$ cat src/rtl/lock_code_driver.sv
// Serial code-entry front end for the combinational encrypted_lock checker:
// assembles a 6-bit code, presents it on a..f, samples z and enforces a retry lockout.
module lock_code_driver #(
  parameter int unsigned MAX_TRIES      = 3,
  parameter int unsigned LOCKOUT_CYCLES = 16,
  parameter int unsigned HOLD_CYCLES    = 4
) (
  input  logic       clk,
  input  logic       rst,
  input  logic       bit_in,
  input  logic       bit_valid,
  output logic       bit_ready,
  input  logic       clear,
  output logic       a,
  output logic       b,
  output logic       c,
  output logic       d,
  output logic       e,
  output logic       f,
  input  logic       z,
  output logic       unlocked,
  output logic       fail,
  output logic       locked_out,
  output logic [1:0] tries_left
);

  localparam int unsigned CODE_W  = 6;
  localparam int unsigned SHIFT_W = CODE_W - 1;
  localparam int unsigned CNT_W   = 3;
  localparam int unsigned FAIL_W  = 2;
  localparam int unsigned TMR_MAX = (LOCKOUT_CYCLES > HOLD_CYCLES) ? LOCKOUT_CYCLES : HOLD_CYCLES;
  localparam int unsigned TMR_W   = $clog2(TMR_MAX + 1);

  typedef enum logic [2:0] {
    ST_COLLECT,
    ST_PRESENT,
    ST_CHECK,
    ST_OPEN,
    ST_LOCKOUT
  } state_e;

  state_e              state_q, state_d;
  logic [CNT_W-1:0]    cnt_q, cnt_d;
  logic [SHIFT_W-1:0]  shift_q, shift_d;
  logic [CODE_W-1:0]   code_q, code_d;
  logic [FAIL_W-1:0]   fail_cnt_q, fail_cnt_d;
  logic [TMR_W-1:0]    tmr_q, tmr_d;
  logic                bit_ready_q, bit_ready_d;
  logic                unlocked_q, unlocked_d;
  logic                fail_q, fail_d;
  logic                locked_out_q, locked_out_d;
  logic [1:0]          tries_q, tries_d;
  logic                limit_hit;

  // The shift register only needs the first five bits; the sixth goes straight to a..f.
  assign limit_hit = (32'(fail_cnt_q) + 32'd1) >= MAX_TRIES;

  always_comb begin
    state_d      = state_q;
    cnt_d        = cnt_q;
    shift_d      = shift_q;
    code_d       = code_q;
    fail_cnt_d   = fail_cnt_q;
    tmr_d        = tmr_q;
    bit_ready_d  = bit_ready_q;
    unlocked_d   = unlocked_q;
    fail_d       = 1'b0;
    locked_out_d = locked_out_q;
    tries_d      = tries_q;

    case (state_q)
      ST_COLLECT: begin
        if (clear) begin
          cnt_d   = '0;
          shift_d = '0;
        end else if (bit_valid && bit_ready_q) begin
          if (cnt_q == CNT_W'(CODE_W - 1)) begin
            code_d      = {shift_q, bit_in};
            cnt_d       = '0;
            shift_d     = '0;
            bit_ready_d = 1'b0;
            state_d     = ST_PRESENT;
          end else begin
            shift_d = {shift_q[SHIFT_W-2:0], bit_in};
            cnt_d   = cnt_q + CNT_W'(1);
          end
        end
      end

      ST_PRESENT: state_d = ST_CHECK;

      ST_CHECK: begin
        if (z) begin
          state_d    = ST_OPEN;
          unlocked_d = 1'b1;
          fail_cnt_d = '0;
          tries_d    = 2'(MAX_TRIES);
          tmr_d      = TMR_W'(HOLD_CYCLES - 1);
        end else if (limit_hit) begin
          state_d      = ST_LOCKOUT;
          fail_d       = 1'b1;
          locked_out_d = 1'b1;
          fail_cnt_d   = fail_cnt_q + FAIL_W'(1);
          tries_d      = 2'd0;
          tmr_d        = TMR_W'(LOCKOUT_CYCLES - 1);
        end else begin
          state_d     = ST_COLLECT;
          fail_d      = 1'b1;
          fail_cnt_d  = fail_cnt_q + FAIL_W'(1);
          tries_d     = 2'(MAX_TRIES - 32'(fail_cnt_q) - 32'd1);
          bit_ready_d = 1'b1;
          code_d      = '0;
        end
      end

      ST_OPEN: begin
        if (tmr_q == '0) begin
          state_d     = ST_COLLECT;
          unlocked_d  = 1'b0;
          bit_ready_d = 1'b1;
          code_d      = '0;
        end else begin
          tmr_d = tmr_q - TMR_W'(1);
        end
      end

      ST_LOCKOUT: begin
        if (tmr_q == '0) begin
          state_d      = ST_COLLECT;
          locked_out_d = 1'b0;
          fail_cnt_d   = '0;
          tries_d      = 2'(MAX_TRIES);
          bit_ready_d  = 1'b1;
          code_d       = '0;
        end else begin
          tmr_d = tmr_q - TMR_W'(1);
        end
      end

      default: begin
        state_d     = ST_COLLECT;
        bit_ready_d = 1'b1;
        code_d      = '0;
        cnt_d       = '0;
        shift_d     = '0;
      end
    endcase
  end

  always_ff @(posedge clk) begin
    if (rst) begin
      state_q      <= ST_COLLECT;
      cnt_q        <= '0;
      shift_q      <= '0;
      code_q       <= '0;
      fail_cnt_q   <= '0;
      tmr_q        <= '0;
      bit_ready_q  <= 1'b1;
      unlocked_q   <= 1'b0;
      fail_q       <= 1'b0;
      locked_out_q <= 1'b0;
      tries_q      <= 2'(MAX_TRIES);
    end else begin
      state_q      <= state_d;
      cnt_q        <= cnt_d;
      shift_q      <= shift_d;
      code_q       <= code_d;
      fail_cnt_q   <= fail_cnt_d;
      tmr_q        <= tmr_d;
      bit_ready_q  <= bit_ready_d;
      unlocked_q   <= unlocked_d;
      fail_q       <= fail_d;
      locked_out_q <= locked_out_d;
      tries_q      <= tries_d;
    end
  end

  assign {a, b, c, d, e, f} = code_q;
  assign bit_ready  = bit_ready_q;
  assign unlocked   = unlocked_q;
  assign fail       = fail_q;
  assign locked_out = locked_out_q;
  assign tries_left = tries_q;

endmodule

$ cat config.mk
export PLATFORM = sky130hd
export DESIGN_NAME = lock_code_driver
export DESIGN_NICKNAME = d
export VERILOG_FILES = /design/src/rtl/lock_code_driver.sv
export SDC_FILE = /design/constraint.sdc
export NUM_CORES = 1
export LEC_CHECK = 0
export CAP_MARGIN = 15
export CORE_UTILIZATION = 57
export CTS_BUF_LIST = sky130_fd_sc_hd__clkbuf_8
export CTS_CLUSTER_DIAMETER = 150
export DETAILED_ROUTE_END_ITERATION = 7
export HOLD_SLACK_MARGIN = 0.03
export PLACE_DENSITY = 0.81
export SLEW_MARGIN = 20
export SYNTH_ARGS = -nofsm -noshare
export SYNTH_HDL_FRONTEND = slang
export SYNTH_SLANG_ARGS = --single-unit
export TNS_END_PERCENT = 20
$ cat constraint.sdc
create_clock -name clk -period 2.5 [get_ports clk]
set_input_delay 0.375 -clock clk [delete_from_list [all_inputs] [get_ports clk]]
set_output_delay 0.375 -clock clk [all_outputs]
set_load 0.01 [all_outputs]
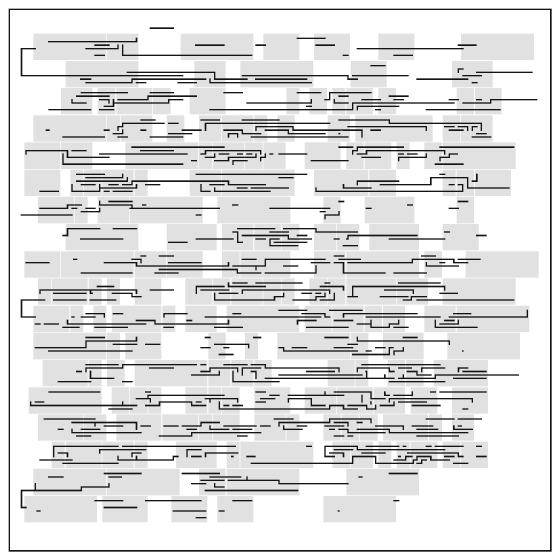
Figure 1: run 1, the metal 1 layer.
Cells faint in the background.
share of all routed wire	45%
wire length on this layer	1580 um
longest straight run	16.1 um
nets with wire on the layer	184
main direction	horizontal

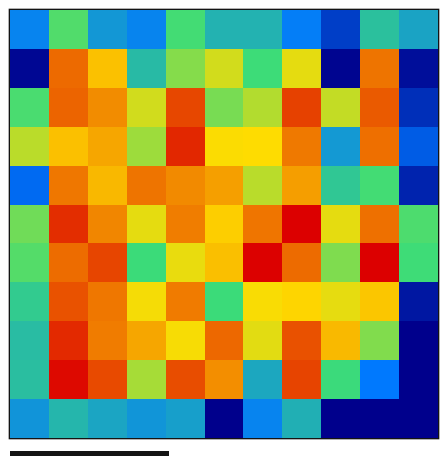
Figure 2: run 1, placement density heat map.
The bar under the picture is 20 um long. 11 x 11 tiles, from dark blue (low) to red (high), 0 to 100% covered.
densest ninth of the die	center
nearly empty tiles	6.6%
tiles over 75% full	40%
fullest tile	100%
mean over tiles	60%
emptiest ninth of the die	south-east

==> run_results.csv, run 1 <==
group,metric,value,unit
yosys,ys_seq_share,39.0,%
power_and_ir_drop,p_per_area,526,nW/um^2
worst_setup_path,slowest_stage,"nor4_4",
worst_setup_path,path_class,"reg2reg",
layout,logic_gates,125,
clock_network,ctsResizeCount,0,
layout,signal_buffers,18,
clock_network,root_buffer,"clkbuf_8",
layout,finish.utilization,71.0,%
yosys,edf_count,0,
die,io_pins,18,
layout,comb_area_share,47.7,%
detailed_routing,drt_wl_total,3490,um
yosys,synth_cell_type_count,50,
layout,largest_cell_class,"combinational gates",
grt,grt_pass1_wl,5690,um
layout,lay_top_count,"dfxtp_1",
worst_setup_path,cp_slowest_stage_delay,580,ps
power_and_ir_drop,seq-power,0.000487,W
grt,grt_util_met1,36.1,%
layout,non_clock_inverter_count,7,
detailed_routing,wl_met2,1720,um
yosys,synthCells,173,
timing,setup-tns-final,0,ps
layout,logic_area,855,sq um
worst_setup_path,critPathBufInv,0,
layout,flop-count,30,
placed_design,numPortBuffers,17,
layout,finalInstanceArea,1790,sq um
grt,grt_overflow,0,
power_and_ir_drop,pg_comb,0.0000519,W
power_and_ir_drop,clockPowerShare,42.8,%
worst_setup_path,rr_endpoint,"code_q[5]",
layout,final_cells,218,
yosys,top_cell,"dfxtp_1",
worst_setup_path,timing.rr.start,"state_q[0]",
grt,grt_usage,27.1,%
die,die_x,54.0,um
status,status,"completed",
yosys,compound_area_share,27.9,%
timing,slew_viol_final,0,
yosys,synth_flop_count,30,
worst_setup_path,reg2reg_depth,4,
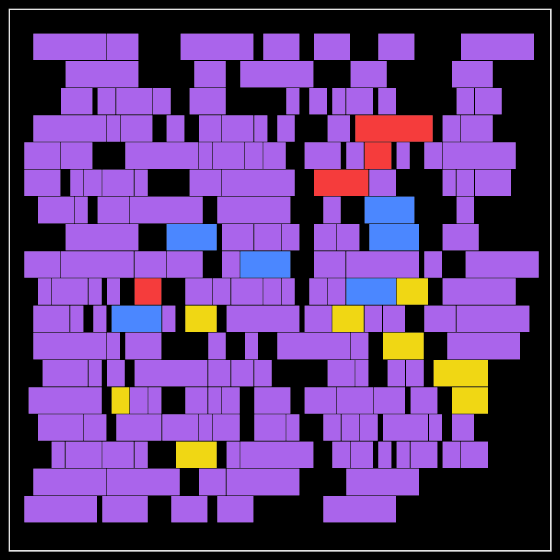
Figure 3: run 1, cells by drive strength.
size	color	cells	share
drive 3 to 4	red	4	2.1%
drive 2	yellow	8	4.3%
drive 6 and up	blue	6	3.2%
drive 1 or less	purple	170	90%

==> run 2, diff against run 1 <==
--- a/config.mk
+++ b/config.mk
@@ -12,7 +12,6 @@
 export DETAILED_ROUTE_END_ITERATION = 7
 export HOLD_SLACK_MARGIN = 0.03
 export PLACE_DENSITY = 0.81
-export SLEW_MARGIN = 20
 export SYNTH_ARGS = -nofsm -noshare
 export SYNTH_HDL_FRONTEND = slang
 export SYNTH_SLANG_ARGS = --single-unit
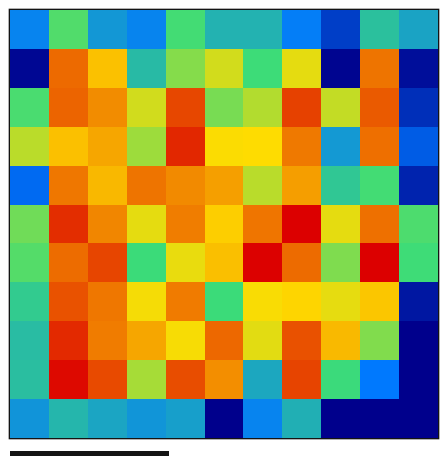
Figure 4: run 2, placement density heat map.
The bar under the picture is 20 um long. 11 x 11 tiles, from dark blue (low) to red (high), 0 to 100% covered.
emptiest ninth of the die	south-east
nearly empty tiles	6.6%
tiles over 75% full	40%
densest ninth of the die	center
fullest tile	100%
mean over tiles	60%

==> run 2 against run 1 <==
Compared with the run above:
- combinational power about the same
- setup slack unchanged
- flip-flop count unchanged
- clock power about the same
- non-clock buffer count unchanged
- clock skew unchanged
- first-iteration DRC count unchanged
- synthesized cell count unchanged
- critical path depth unchanged
- core utilization unchanged
- area after synthesis unchanged
==> run_results.csv, run 2 <==
group,metric,value,unit
worst_setup_path,reg2reg_depth,4,
placed_design,numPortBuffers,17,
yosys,synthCells,173,
layout,non_clock_inverter_count,7,
clock_network,ctsResizeCount,0,
die,die_x,54.0,um
layout,comb_area_share,47.7,%
detailed_routing,drt_wl_total,3490,um
power_and_ir_drop,pg_comb,0.0000519,W
yosys,edf_count,0,
worst_setup_path,critPathBufInv,0,
grt,grt_overflow,0,
layout,largest_cell_class,"combinational gates",
timing,setup-tns-final,0,ps
layout,finish.utilization,71.0,%
layout,logic_gates,125,
worst_setup_path,timing.rr.start,"state_q[0]",
status,status,"completed",
clock_network,root_buffer,"clkbuf_8",
worst_setup_path,path_class,"reg2reg",
worst_setup_path,slowest_stage,"nor4_4",
layout,flop-count,30,
power_and_ir_drop,seq-power,0.000487,W
yosys,ys_seq_share,39.0,%
power_and_ir_drop,p_per_area,526,nW/um^2
yosys,synth_cell_type_count,50,
layout,logic_area,855,sq um
layout,lay_top_count,"dfxtp_1",
power_and_ir_drop,clockPowerShare,42.8,%
grt,grt_pass1_wl,5690,um
layout,final_cells,218,
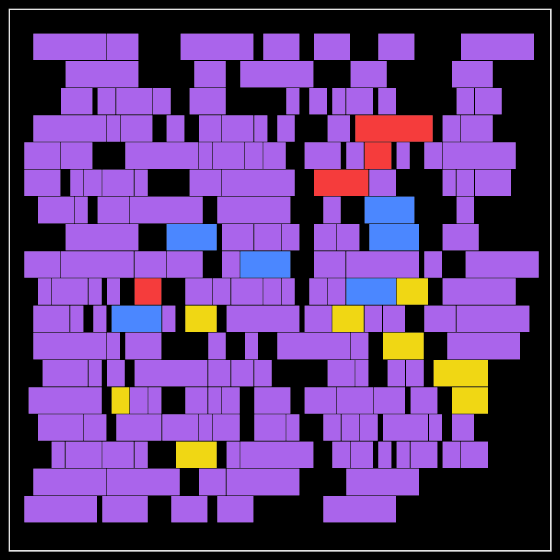
Figure 5: run 2, cells by drive strength.
Design Area, Final: 1790 sq um
Setup WS post-layout: 362 ps
Layout area overhead: 16.2%

==> run 3, diff against run 2 <==
--- a/config.mk
+++ b/config.mk
@@ -5,6 +5,7 @@
 export SDC_FILE = /design/constraint.sdc
 export NUM_CORES = 1
 export LEC_CHECK = 0
+export ABC_AREA = 1
 export CAP_MARGIN = 15
 export CORE_UTILIZATION = 57
 export CTS_BUF_LIST = sky130_fd_sc_hd__clkbuf_8
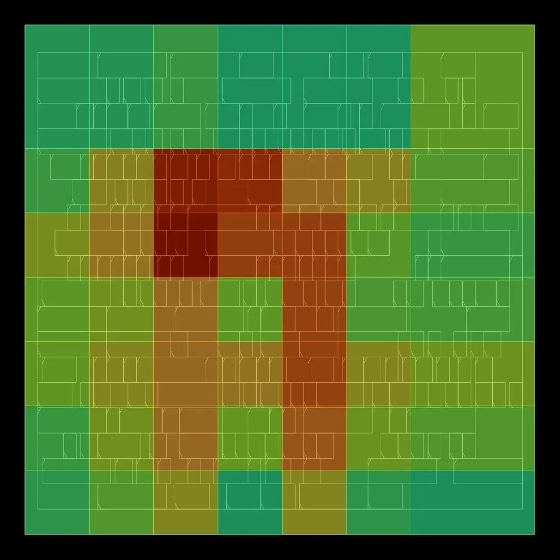
Figure 6: run 3, congestion heat map.
Total GRT Usage: 23.5%
met3 Use GR: 7.22%
grt met1 use: 29.9%

==> run 3 against run 2 <==
Compared with the run above:
- setup slack improved by 530 ps
- via count up 5.4%
- largest cell class unchanged
- final area is 3.9% higher
- critical path depth increased by 7
- total power is 34% higher
- non-clock buffer count unchanged
- combinational power grew to 6.1 times the previous value
- wire length fell by 14%
- sequential power grew 15%
==> run_results.csv, run 3 <==
group,metric,value,unit
timing,setup-tns-final,0,ps
layout,lay_top_count,"nand2_1",
detailed_routing,drt_wl_total,2990,um
yosys,flop_cell,"dfxtp_1",
timing,setup_ws,893,ps
layout,flop-count,30,
power_and_ir_drop,combPwrFrac,25.2,%
clock_network,ctsResizeCount,0,
worst_setup_path,path_class,"reg2reg",
placed_design,numPortBuffers,17,
worst_setup_path,reg2reg_depth,11,
power_and_ir_drop,p_per_area,678,nW/um^2
layout,area_growth,17.8,%
yosys,compound_area_share,11.0,%
yosys,synth_cell_type_count,24,
yosys,synth_area,1580,sq um
detailed_routing,wl_met3,119,um
power_and_ir_drop,clockPowerShare,30.4,%
layout,final_cells,287,
placed_design,placed_area,1770,sq um
die,die_x,54.7,um
yosys,ys_cells,235,
power_and_ir_drop,seq-power,0.000559,W
grt,grt_pass1_wl,5000,um
yosys,edf_count,0,
power_and_ir_drop,ir_drop,0.585,mV
grt,grt_overflow,0,
clock_network,root_buffer,"clkbuf_8",
worst_setup_path,timing.rr.start,"fail_cnt_q[0]",
worst_setup_path,critPathBufInv,2,
layout,logic_gates,168,
layout,logic_area,831,sq um
placed_design,hpwl,2240,um
status,status,"completed",
worst_setup_path,slowest_stage,"dfxtp_1",
yosys,synthCells,235,
layout,largest_cell_class,"combinational gates",
yosys,ys_seq_share,38.0,%
layout,comb_area_share,44.6,%
clock_network,h-tree-depth,2,
power_and_ir_drop,pg_comb,0.000319,W
layout,finalInstanceArea,1860,sq um
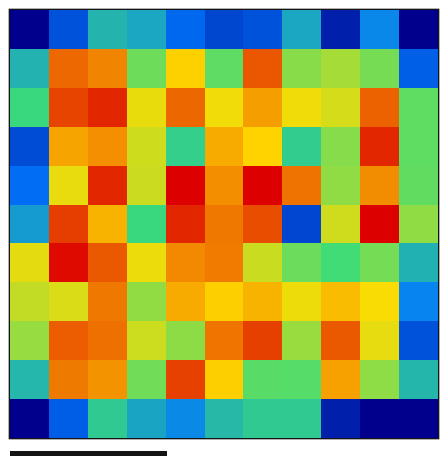
Figure 7: run 3, placement density heat map.
The bar under the picture is 20 um long. 11 x 11 tiles, from dark blue (low) to red (high), 0 to 100% covered.
Util after Layout: 73.2%
core footprint: 2540 sq um
Core Util at FP: 62.1%

Power figures rest on the tool's default switching activity, not on a simulated workload.
